<file path="src/rtl/stopwatch_ctrl_fsm_pkg.sv">
// Shared state codes and build-time defaults for the stopwatch control FSM.
// Holds the debounce lengths for simulation and board builds.
package stopwatch_ctrl_fsm_pkg;

    typedef enum logic [1:0] {
        ST_IDLE  = 2'd0,
        ST_RUN   = 2'd1,
        ST_PAUSE = 2'd2,
        ST_ALARM = 2'd3
    } state_t;

    localparam int DEBOUNCE_CYCLES_SIM   = 4;
    localparam int DEBOUNCE_CYCLES_BOARD = 2_000_000;
    localparam int ALARM_TOGGLES_DEFAULT = 10;

    function automatic int cnt_width(input int n);
        return (n > 1) ? $clog2(n) : 1;
    endfunction

endpackage

</file>
<file path="src/rtl/stopwatch_ctrl_fsm_debouncer.sv">
// button_debouncer: 2-FF synchroniser plus stable-count debounce for one raw button.
// Emits a one-cycle pulse on the debounced rising edge only.
module button_debouncer
    import stopwatch_ctrl_fsm_pkg::*;
#(
    parameter int DEBOUNCE_CYCLES = DEBOUNCE_CYCLES_BOARD
) (
    input  logic clk,
    input  logic reset,
    input  logic btn_raw,
    output logic btn_level,
    output logic btn_pulse
);

    localparam int CNT_W = cnt_width(DEBOUNCE_CYCLES);
    localparam logic [CNT_W-1:0] CNT_LAST = CNT_W'(DEBOUNCE_CYCLES - 1);

    logic [1:0]       sync_q;
    logic [CNT_W-1:0] cnt_q;

    // Count consecutive cycles where the synchronised input disagrees with the level.
    always_ff @(posedge clk or posedge reset) begin
        if (reset) begin
            sync_q    <= 2'b00;
            cnt_q     <= '0;
            btn_level <= 1'b0;
            btn_pulse <= 1'b0;
        end else begin
            sync_q    <= {sync_q[0], btn_raw};
            btn_pulse <= 1'b0;
            if (sync_q[1] == btn_level) begin
                cnt_q <= '0;
            end else if (cnt_q == CNT_LAST) begin
                cnt_q     <= '0;
                btn_level <= sync_q[1];
                btn_pulse <= sync_q[1];
            end else begin
                cnt_q <= cnt_q + CNT_W'(1);
            end
        end
    end

endmodule

</file>
<file path="src/rtl/stopwatch_ctrl_fsm.sv">
// Stopwatch control FSM: debounced buttons drive counter run/clear and the alarm LED.
// Define ALARM_TIMEOUT_EN to auto-leave ALARM after ALARM_TOGGLES LED toggles.
//
//   state    | meaning
//   ST_IDLE  | counter stopped, waiting for start
//   ST_RUN   | counter running
//   ST_PAUSE | counter held, value kept
//   ST_ALARM | max time reached, LED blinking
module stopwatch_ctrl_fsm
    import stopwatch_ctrl_fsm_pkg::*;
#(
    parameter int DEBOUNCE_CYCLES = DEBOUNCE_CYCLES_BOARD,
    parameter int ALARM_TOGGLES   = ALARM_TOGGLES_DEFAULT
) (
    input  logic       clk,
    input  logic       reset,
    input  logic       btn_start_stop,
    input  logic       btn_reset,
    input  logic       max_time_reached,
    input  logic       blink_clk_enable,
    output logic       timer_run_en,
    output logic       timer_reset_cmd,
    output logic       alarm_led,
    output logic [1:0] state_out
);

    state_t state_q, state_nxt;
    logic   clear_nxt, led_nxt;
    logic   start_pulse, reset_pulse;
    logic   start_level_unused, reset_level_unused;

    button_debouncer #(.DEBOUNCE_CYCLES(DEBOUNCE_CYCLES)) u_db_start (
        .clk       (clk),
        .reset     (reset),
        .btn_raw   (btn_start_stop),
        .btn_level (start_level_unused),
        .btn_pulse (start_pulse)
    );

    button_debouncer #(.DEBOUNCE_CYCLES(DEBOUNCE_CYCLES)) u_db_reset (
        .clk       (clk),
        .reset     (reset),
        .btn_raw   (btn_reset),
        .btn_level (reset_level_unused),
        .btn_pulse (reset_pulse)
    );

`ifdef ALARM_TIMEOUT_EN
    localparam int TOG_W = cnt_width(ALARM_TOGGLES);
    localparam logic [TOG_W-1:0] TOG_LAST = TOG_W'(ALARM_TOGGLES - 1);

    logic [TOG_W-1:0] tog_q, tog_nxt;
    logic             tog_last;

    assign tog_last = (tog_q == TOG_LAST);
`endif

    always_comb begin
        state_nxt = state_q;
        clear_nxt = 1'b0;
        led_nxt   = alarm_led;
        unique case (state_q)
            ST_IDLE: begin
                if (reset_pulse)      clear_nxt = 1'b1;
                else if (start_pulse) state_nxt = ST_RUN;
            end
            ST_RUN: begin
                if (max_time_reached) begin
                    state_nxt = ST_ALARM;
                end else if (reset_pulse) begin
                    state_nxt = ST_IDLE;
                    clear_nxt = 1'b1;
                end else if (start_pulse) begin
                    state_nxt = ST_PAUSE;
                end
            end
            ST_PAUSE: begin
                if (reset_pulse) begin
                    state_nxt = ST_IDLE;
                    clear_nxt = 1'b1;
                end else if (start_pulse) begin
                    state_nxt = ST_RUN;
                end
            end
            ST_ALARM: begin
                if (reset_pulse) begin
                    state_nxt = ST_IDLE;
                    clear_nxt = 1'b1;
                end else if (blink_clk_enable) begin
                    led_nxt = ~alarm_led;
`ifdef ALARM_TIMEOUT_EN
                    if (tog_last) begin
                        state_nxt = ST_IDLE;
                        clear_nxt = 1'b1;
                    end
`endif
                end
            end
            default: state_nxt = ST_IDLE;
        endcase
        // LED is lit on ALARM entry and dark everywhere outside ALARM.
        if (state_nxt != ST_ALARM)     led_nxt = 1'b0;
        else if (state_q != ST_ALARM)  led_nxt = 1'b1;
    end

`ifdef ALARM_TIMEOUT_EN
    always_comb begin
        tog_nxt = '0;
        if (state_nxt == ST_ALARM && state_q == ST_ALARM) begin
            tog_nxt = blink_clk_enable ? tog_q + TOG_W'(1) : tog_q;
        end
    end

    always_ff @(posedge clk or posedge reset) begin
        if (reset) tog_q <= '0;
        else       tog_q <= tog_nxt;
    end
`endif

    always_ff @(posedge clk or posedge reset) begin
        if (reset) begin
            state_q         <= ST_IDLE;
            timer_run_en    <= 1'b0;
            timer_reset_cmd <= 1'b0;
            alarm_led       <= 1'b0;
        end else begin
            state_q         <= state_nxt;
            timer_run_en    <= (state_nxt == ST_RUN);
            timer_reset_cmd <= clear_nxt;
            alarm_led       <= led_nxt;
        end
    end

    assign state_out = state_q;

endmodule
</file>
<file path="config.mk">
export PLATFORM = sky130hd
export DESIGN_NAME = stopwatch_ctrl_fsm
export DESIGN_NICKNAME = d
export VERILOG_FILES = /design/src/rtl/stopwatch_ctrl_fsm_pkg.sv /design/src/rtl/stopwatch_ctrl_fsm_debouncer.sv /design/src/rtl/stopwatch_ctrl_fsm.sv
export SDC_FILE = /design/constraint.sdc
export NUM_CORES = 1
export LEC_CHECK = 0
export ABC_AREA = 1
export CAP_MARGIN = 20
export CORE_AREA = 2 2 63 80
export DETAILED_ROUTE_END_ITERATION = 8
export DIE_AREA = 0 0 65 82
export PLACE_DENSITY_LB_ADDON = 0.12
export SLEW_MARGIN = 20
export SYNTH_ARGS = -nofsm -noshare
export SYNTH_HDL_FRONTEND = slang
export SYNTH_SLANG_ARGS = --single-unit
</file>
<file path="constraint.sdc">
create_clock -name clk -period 2.9 [get_ports clk]
set_input_delay 0.725 -clock clk [delete_from_list [all_inputs] [get_ports clk]]
set_output_delay 0.725 -clock clk [all_outputs]
set_load 0.02 [all_outputs]
</file>
==> CHANGELOG.md, run 1 <==
## Flow update

- Comb group: 0.0622 mW
- Root Driver: clkbuf_8
- Met2 Resource Use GR: 0.472
- Met1 GRT Util: 0.255
- Yosys simple share: 0.365
- Non-clock buffer share: 0.0363
- Inverter count: 42
- Row cnt: 28
- Sw Pwr: 0.286 mW
- Crit path DAT: 1340 ps
- Cycle use final: 0.711
- Dominant flop cell: dfrtp_1
- Count of tool warnings: 26
- Clock slew at reported path FFs: 90 ps
- Cell variety after synth: 29
- Max-slew violation count: 0
- Clk tree area frac: 0.0371
- Min-delay src: u_db_reset.sync_q[0]$_DFF_PP0_
- Die width: 65 um
- Post-synthesis sequential area ratio: 0.481
- Status: finished clean
- CP Class: flop to output pin
- Flop Count: 55
- Full die area: 5330 um2
- Critical Path End Type: output pin
- WL met1: 2350 um
- WL/cell: 12.4 um
- Pre-CTS setup slack: 1030 ps
- Hold depth: 0
- Termination of the worst setup path: state_out[1]
- Seq cells post-synth: 55
- Met3 usage: 0.0370
- Mux frac, synth: 0
- Worst-path cell chain: clkdlybuf4s50_1
- Gr busiest metal: met2
- Final setup TNS: 0 ps
- Setup violations, final: 0
- Via count: 2,229
- Clock group power: 0.518 mW
- Clk buf depth: 2
- Main kind of combinational logic by area: simple AND/OR/NAND/NOR gates
- Post-Synth XOR/XNOR Area: 0.0586
- Placer Congestion: 0.889
- Met2 routed WL: 2940 um
- Slowest CP cell: clkdlybuf4s50_1
- Most frequent cells in the layout: nor2_1, nand2_1, dfrtp_1
- Final HPWL DP: 4180 um
- Crit start category: flop
- Yosys chip area: 2860 um2
- Final nets: 387
- Mapped Nets: 368
- Antenna violations before repair: 0
- Port bufs: 10
- Worst slew pin tran: 680 ps
- Final ANT Viol Nets: 0
- Leakage: 1.41 nW
- Clock buf count: 6
- DRC: 0
- Largest net degree at the start of global routing: 36
- Vias per std cell: 5.07
- CTS buffer count: 5
- Crit path DRT: 2170 ps
- GRT overflow: 0
- Rel. slew slack: 0.546
- FA/HA/MAJ Cells, Area Fraction: 0.00874
- Antenna Cells: 0
- R2r setup slk: 1380 ps
- CP max stage delay: 620 ps
- Hold_ws: 359 ps
- Synth area leader: dfrtp_1
- Placeable Area: 4590 um2
- Nonclk buf count: 12
- Leading cell type by number of instances after synthesis: nor2_1
- Initial DRC count: 129
- Well Taps: 60
- Reg2reg start: u_db_reset.cnt_q[0]$_DFF_PP0_
- H-Tree Depth: 2
- Upper clock frequency limit: 485 MHz
- Buffers and inverters on the worst path: 1
- Multi-input gates: 263
- Die Y: 82 um
- Top class by area: registers
- Min Tclk post-route: 2060 ps
- Hold Path End: u_db_reset.sync_q[1]$_DFF_PP0_
Fig. 1: run 1, sequential cells colored by netlist name
The bar under the picture is 20 um long. Other sequential cells in the stronger gray, the rest of the logic in the fainter gray.
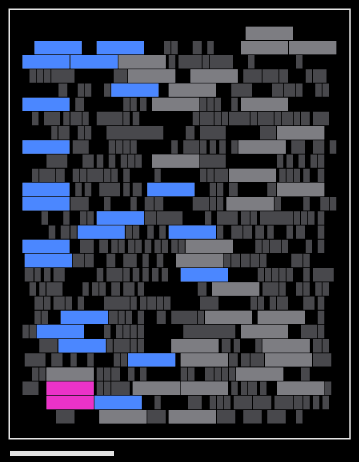
[u_db_start.cnt_q] blue | placed flops: 21
[u_db_start.sync_q] magenta | placed flops: 2
fin util: 0.691
seq pwr: 0.786 mW

Fig. 2: run 1, signal wires by layer
The bar under the picture is 20 um long.
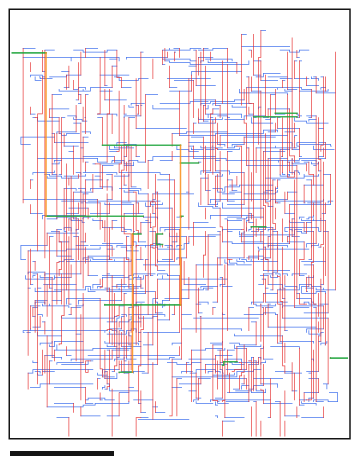
[met2] red | wire length: 2,940 um
[met3] green | wire length: 88.5 um
[met4] orange | wire length: 88.4 um
[met1] blue | wire length: 2,350 um
Global Route Usage Sum: 0.237
routed wire length: 5470 um

Fig. 3: run 1, logic cells by family
The bar under the picture is 20 um long.
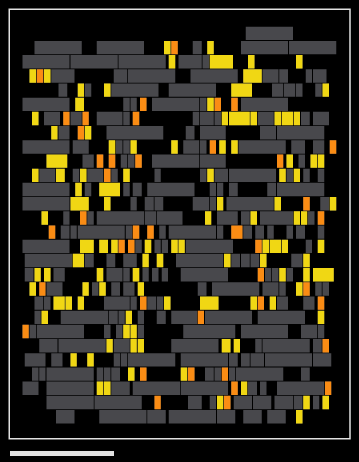
[inverters] orange | cells: 42 | where: widely spread
[NOR gates] yellow | cells: 108 | where: widely spread
Comb/total area: 0.418
Commonest Layout Cell: nor2_1
fin cells: 440

Fig. 4: run 1, cell classes on the final placement
The bar under the picture is 20 um long. Fill, decap, tap and diode cells in gray.
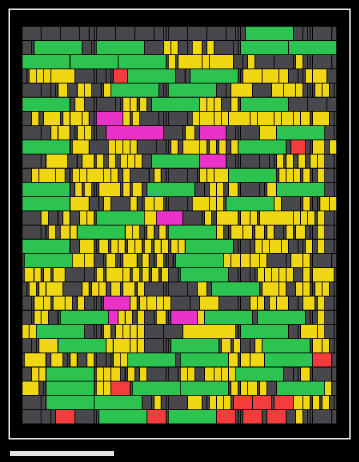

==> inputs of run 2 (changes only) <==
--- a/config.mk
+++ b/config.mk
@@ -7,9 +7,9 @@
 export LEC_CHECK = 0
 export ABC_AREA = 1
 export CAP_MARGIN = 20
-export CORE_AREA = 2 2 63 80
+export CORE_AREA = 2 2 65 83
 export DETAILED_ROUTE_END_ITERATION = 8
-export DIE_AREA = 0 0 65 82
+export DIE_AREA = 0 0 67 85
 export PLACE_DENSITY_LB_ADDON = 0.12
 export SLEW_MARGIN = 20
 export SYNTH_ARGS = -nofsm -noshare
==> constraint.sdc (replaced) <==
create_clock -name clk -period 1.9 [get_ports clk]
set_input_delay 0.475 -clock clk [delete_from_list [all_inputs] [get_ports clk]]
set_output_delay 0.475 -clock clk [all_outputs]
set_load 0.02 [all_outputs]
Fig. 5: run 2, cell classes on the final placement
The bar under the picture is 20 um long. Fill, decap, tap and diode cells in gray.
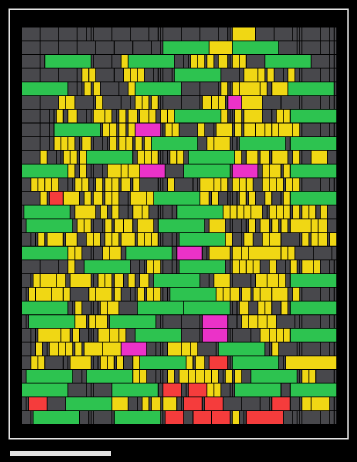
[clock drivers and dummy loads] magenta | cells: 8
[all other logic] yellow | cells: 305
[other buffers and delay cells] red | cells: 12
[flip-flops] green | cells: 55
flop share of the area: 0.434
row cnt: 29
Placeable Area: 4930 um2

==> run 2 against run 1 <==
Critical path depth unchanged. Via count down 0.22%. Die size increased by 6.8%. Highest routed layer unchanged.
==> CHANGELOG.md, run 2 <==
## Flow update

- Share of layout cells above drive strength 1: 0.103
- Comb group: 0.0968 mW
- Vias in the first global route: 2,151
- Buffers and inverters on the worst path: 1
- Non-clock buffer share: 0.0402
- Antenna Cells: 0
- Aoi share: 0.0306
- Crit start category: flop
- Fillers: 447
- Largest registers: u_db_reset.cnt_q (21), u_db_start.cnt_q (21)
- Top class by area: registers
- Commonest Layout Cell: nor2_1
- Placement Cell Area: 3070 um2
- Max-cap violation count: 0
- Mapped Nets: 368
- Met1 GRT Util: 0.248
- Synth area leader: dfrtp_1
- Status: finished clean
- Total power: 1.99 mW
- Gr busiest metal: met2
- Cell variety after synth: 29
- Final ANT Viol Nets: 0
- RSZ-0062 raised after global routing: no
- Placer Congestion: 0.822
- Max layer used: met4
- Logic area: 1330 um2
- Final nets: 387
- Final setup TNS: 0 ps
- Critical Path Stages: 1
- Ys Warns: 0
- Clock skew: 7.50 ps
- Part of the power in the clock network: 0.349
- Mux frac, synth: 0
- WL met3: 109 um
- Clock buf count: 7
- CTS buffer count: 5
- Die Y: 85 um
- Synth Cell Area: 2860 um2
- Clock group power: 0.695 mW
- Clk tree area frac: 0.0327
- Sw Pwr: 0.436 mW
- Met2 Resource Use GR: 0.369
- Clock slew at reported path FFs: 90 ps
- # resized after CTS: 0
- Drt first pass iters: 4
- Pre-CTS setup slack: 418 ps
- Largest net degree at the start of global routing: 56
- R2r setup slk: 400 ps
- Leading cell type by number of instances after synthesis: nor2_1
- Reg2reg start: u_db_reset.cnt_q[0]$_DFF_PP0_
- Worst-path cell chain: clkdlybuf4s50_1
- Worst Setup Slack, final: 95.4 ps
- Met2 routed WL: 2770 um
- Post-route cell area: 3170 um2
- Slowest CP cell: clkdlybuf4s50_1
- Min Tclk post-route: 1800 ps
- GRT overflow: 0
- H-Tree Depth: 2
- Max-slew violation count: 0
- Inverter count: 42
- Flop area: 1380 um2
- Initial DRC count: 88
- Port bufs: 10
- Comb/total area: 0.418
- Clk_lat worst skew: 300 ps
- PD cells: 628 nW/um2
- Initial Util: 0.580
- Hold depth: 0
- Peak supply drop: 0.371 mV
- CP max stage delay: 620 ps
- Cycle use final: 0.950
- Average size of a mapped cell: 7.95 um2
- Vias per std cell: 5.03
- Flop pwr share: 0.602
- Worst path top cell family by delay: buffers and inverters
- Yosys simple share: 0.365
- Flop Count: 55
- R2R depth: 8
- Routed wire length: 5270 um
- Root Driver: clkbuf_8
- Met3 usage: 0.0371
- Postcts setup bufs: 0
- Switch share: 0.219
- Hold Path End: u_db_reset.sync_q[1]$_DFF_PP0_
- Synth Instances: 360
- DRC: 0
- Count of tool warnings: 26
- Async set or reset register ratio after synthesis: 1.00
- Fin cells: 442
- Area growth syn-to-layout: 10.8%
- Most frequent cells in the layout: nor2_1, nand2_1, dfrtp_1
- Seq pwr: 1.20 mW
- Final Hold Viols: 0
- Largest cells by area after synthesis: dfrtp_1, nor2_1, nand2_1, inv_1, nand3_1
- Crit path DRT: 1420 ps
- Min-delay src: u_db_reset.sync_q[0]$_DFF_PP0_
- Die width: 67 um
- Rel. slew slack: 0.737
- Well Taps: 62
- CP Class: flop to output pin
- Post-Synth XOR/XNOR Area: 0.0586
- CTS tree: yes
- RR Endpoint: u_db_reset.cnt_q[10]$_DFF_PP0_
- Antenna violations before repair: 0
- Fin util: 0.643
- Hold_ws: 360 ps
- Dominant flop cell: dfrtp_1
- Clk buf depth: 2
- Full die area: 5700 um2
- Setup violations, final: 0
- CP Max Fanout: 5
- CP startpoint: state_out[1]$_DFF_PP0_
- Internal Power: 1.56 mW
- Critical Path End Type: output pin
- Worst slew pin tran: 393 ps
- Nonclk buf count: 12
- Via count: 2,224
- Comb pwr share: 0.049
- Post-synthesis sequential area ratio: 0.481
- Global-route wire length before repair: 9290 um
- WL met1: 2260 um
- Yosys chip area: 2860 um2
- Upper clock frequency limit: 554 MHz
- Cells after DPL: 434
- Leakage: 1.41 nW
- Post-synth top cells: nor2_1, nand2_1, dfrtp_1
- FA/HA/MAJ Cells, Area Fraction: 0.00874
- Ys cells: 360
- Seq cells post-synth: 55
- Main kind of combinational logic by area: simple AND/OR/NAND/NOR gates
- Hold_buf cts: 0
- Final HPWL DP: 3970 um
- Sink Count: 55
- Crit path DAT: 1330 ps
- Global Route Usage Sum: 0.211
- Termination of the worst setup path: state_out[1]
- WL/cell: 11.9 um
- Multi-input gates: 263
Fig. 6: run 2, signal wires by layer
The bar under the picture is 20 um long.
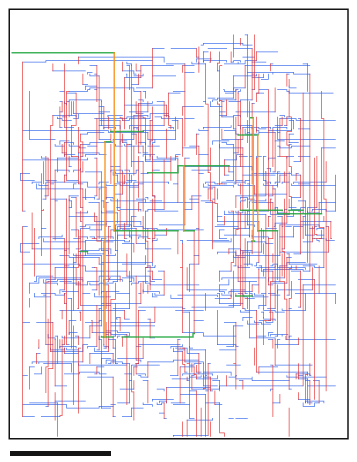

==> inputs of run 3 (changes only) <==
--- a/config.mk
+++ b/config.mk
@@ -10,6 +10,7 @@
 export CORE_AREA = 2 2 65 83
 export DETAILED_ROUTE_END_ITERATION = 8
 export DIE_AREA = 0 0 67 85
+export MAX_ROUTING_LAYER = met4
 export PLACE_DENSITY_LB_ADDON = 0.12
 export SLEW_MARGIN = 20
 export SYNTH_ARGS = -nofsm -noshare
Fig. 7: run 3, signal wires by layer
The bar under the picture is 20 um long.
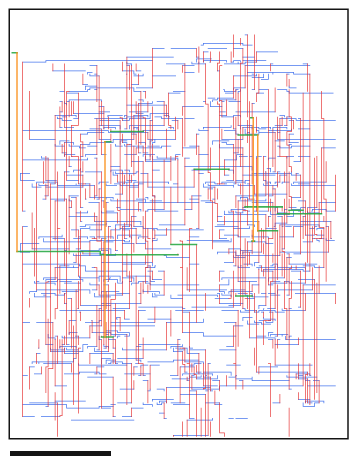
[met3] green | wire length: 85.8 um
[met4] orange | wire length: 122 um
[met1] blue | wire length: 2,270 um
[met2] red | wire length: 2,780 um
Global Route Usage Sum: 0.218
via count: 2,220

==> run 3 against run 2 <==
Wire length down 0.30%. Critical path type unchanged. Highest routed layer unchanged. Register-to-register slack barely moved. Clock power hardly changed.
==> CHANGELOG.md, run 3 <==
## Flow update

- Status: finished clean
- Peak supply drop: 0.370 mV
- Nonclk buf count: 12
- Fin util: 0.643
- Commonest Layout Cell: nor2_1
- DRC: 0
- Aoi share: 0.0306
- Clk_lat worst skew: 300 ps
- Row cnt: 29
- # resized after CTS: 0
- Switch share: 0.218
- Sw Pwr: 0.433 mW
- Mux frac, synth: 0
- Synth area leader: dfrtp_1
- Max layer used: met4
- Seq cells post-synth: 55
- Reg2reg start: u_db_reset.cnt_q[0]$_DFF_PP0_
- Cell variety after synth: 29
- Met3 usage: 0.0371
- Well Taps: 62
- Cycle use final: 0.949
- Comb group: 0.0965 mW
- Mapped Nets: 368
- Count of tool warnings: 26
- Initial DRC count: 91
- Final Hold Viols: 0
- Final nets: 387
- Area growth syn-to-layout: 10.8%
- Internal Power: 1.56 mW
- Full die area: 5700 um2
- Gr busiest metal: met2
- GRT overflow: 0
- Max-cap violation count: 0
- Post-route cell area: 3170 um2
- RSZ-0062 raised after global routing: no
- Sink Count: 55
- Yosys chip area: 2860 um2
- Total power: 1.99 mW
- Slowest CP cell: clkdlybuf4s50_1
- Global-route wire length before repair: 9290 um
- Hold Path End: u_db_reset.sync_q[1]$_DFF_PP0_
- Largest net degree at the start of global routing: 56
- Placer Congestion: 0.835
- PD cells: 627 nW/um2
- Vias in the first global route: 2,154
- CP startpoint: state_out[1]$_DFF_PP0_
- Die Y: 85 um
- Port bufs: 10
- Flop area: 1380 um2
- Crit start category: flop
- Vias per std cell: 5.02
- Hold depth: 0
- Part of the power in the clock network: 0.349
- Final ANT Viol Nets: 0
- RR Endpoint: u_db_reset.cnt_q[10]$_DFF_PP0_
- Placeable Area: 4930 um2
- Ys cells: 360
- Clock buf count: 7
- Cells after DPL: 434
- Multi-input gates: 263
- Inverter count: 42
- Pre-CTS setup slack: 418 ps
- Post-synth top cells: nor2_1, nand2_1, dfrtp_1
- Met2 Resource Use GR: 0.368
- Drt first pass iters: 4
- WL met3: 85 um
- Top class by area: registers
- Flop Count: 55
- Average size of a mapped cell: 7.95 um2
- Postcts setup bufs: 0
- Hold_ws: 360 ps
- Logic area: 1330 um2
- CP Max Fanout: 5
- Final HPWL DP: 3970 um
- Share of layout cells above drive strength 1: 0.103
- Most frequent cells in the layout: nor2_1, nand2_1, dfrtp_1
- Crit path DAT: 1330 ps
- Upper clock frequency limit: 555 MHz
- Rel. slew slack: 0.740
- Yosys simple share: 0.365
- FA/HA/MAJ Cells, Area Fraction: 0.00874
- Crit path DRT: 1420 ps
- Buffers and inverters on the worst path: 1
- Post-synthesis sequential area ratio: 0.481
- CP Class: flop to output pin
- Antenna violations before repair: 0
- Met1 GRT Util: 0.249
- Flop share of the area: 0.434
- Seq pwr: 1.20 mW
- Post-Synth XOR/XNOR Area: 0.0586
- Min Tclk post-route: 1800 ps
- Antenna Cells: 0
- Die width: 67 um
- Clock skew: 7.36 ps
- WL/cell: 11.9 um
- Flop pwr share: 0.603
- Non-clock buffer share: 0.0402
- Dominant flop cell: dfrtp_1
- Hold_buf cts: 0
- R2R depth: 8
- Fin cells: 442
- Worst path top cell family by delay: buffers and inverters
- Root Driver: clkbuf_8
- Leakage: 1.41 nW
- CP max stage delay: 620 ps
- WL met1: 2270 um
- R2r setup slk: 410 ps
Power figures rest on the tool's default switching activity, not on a simulated workload.
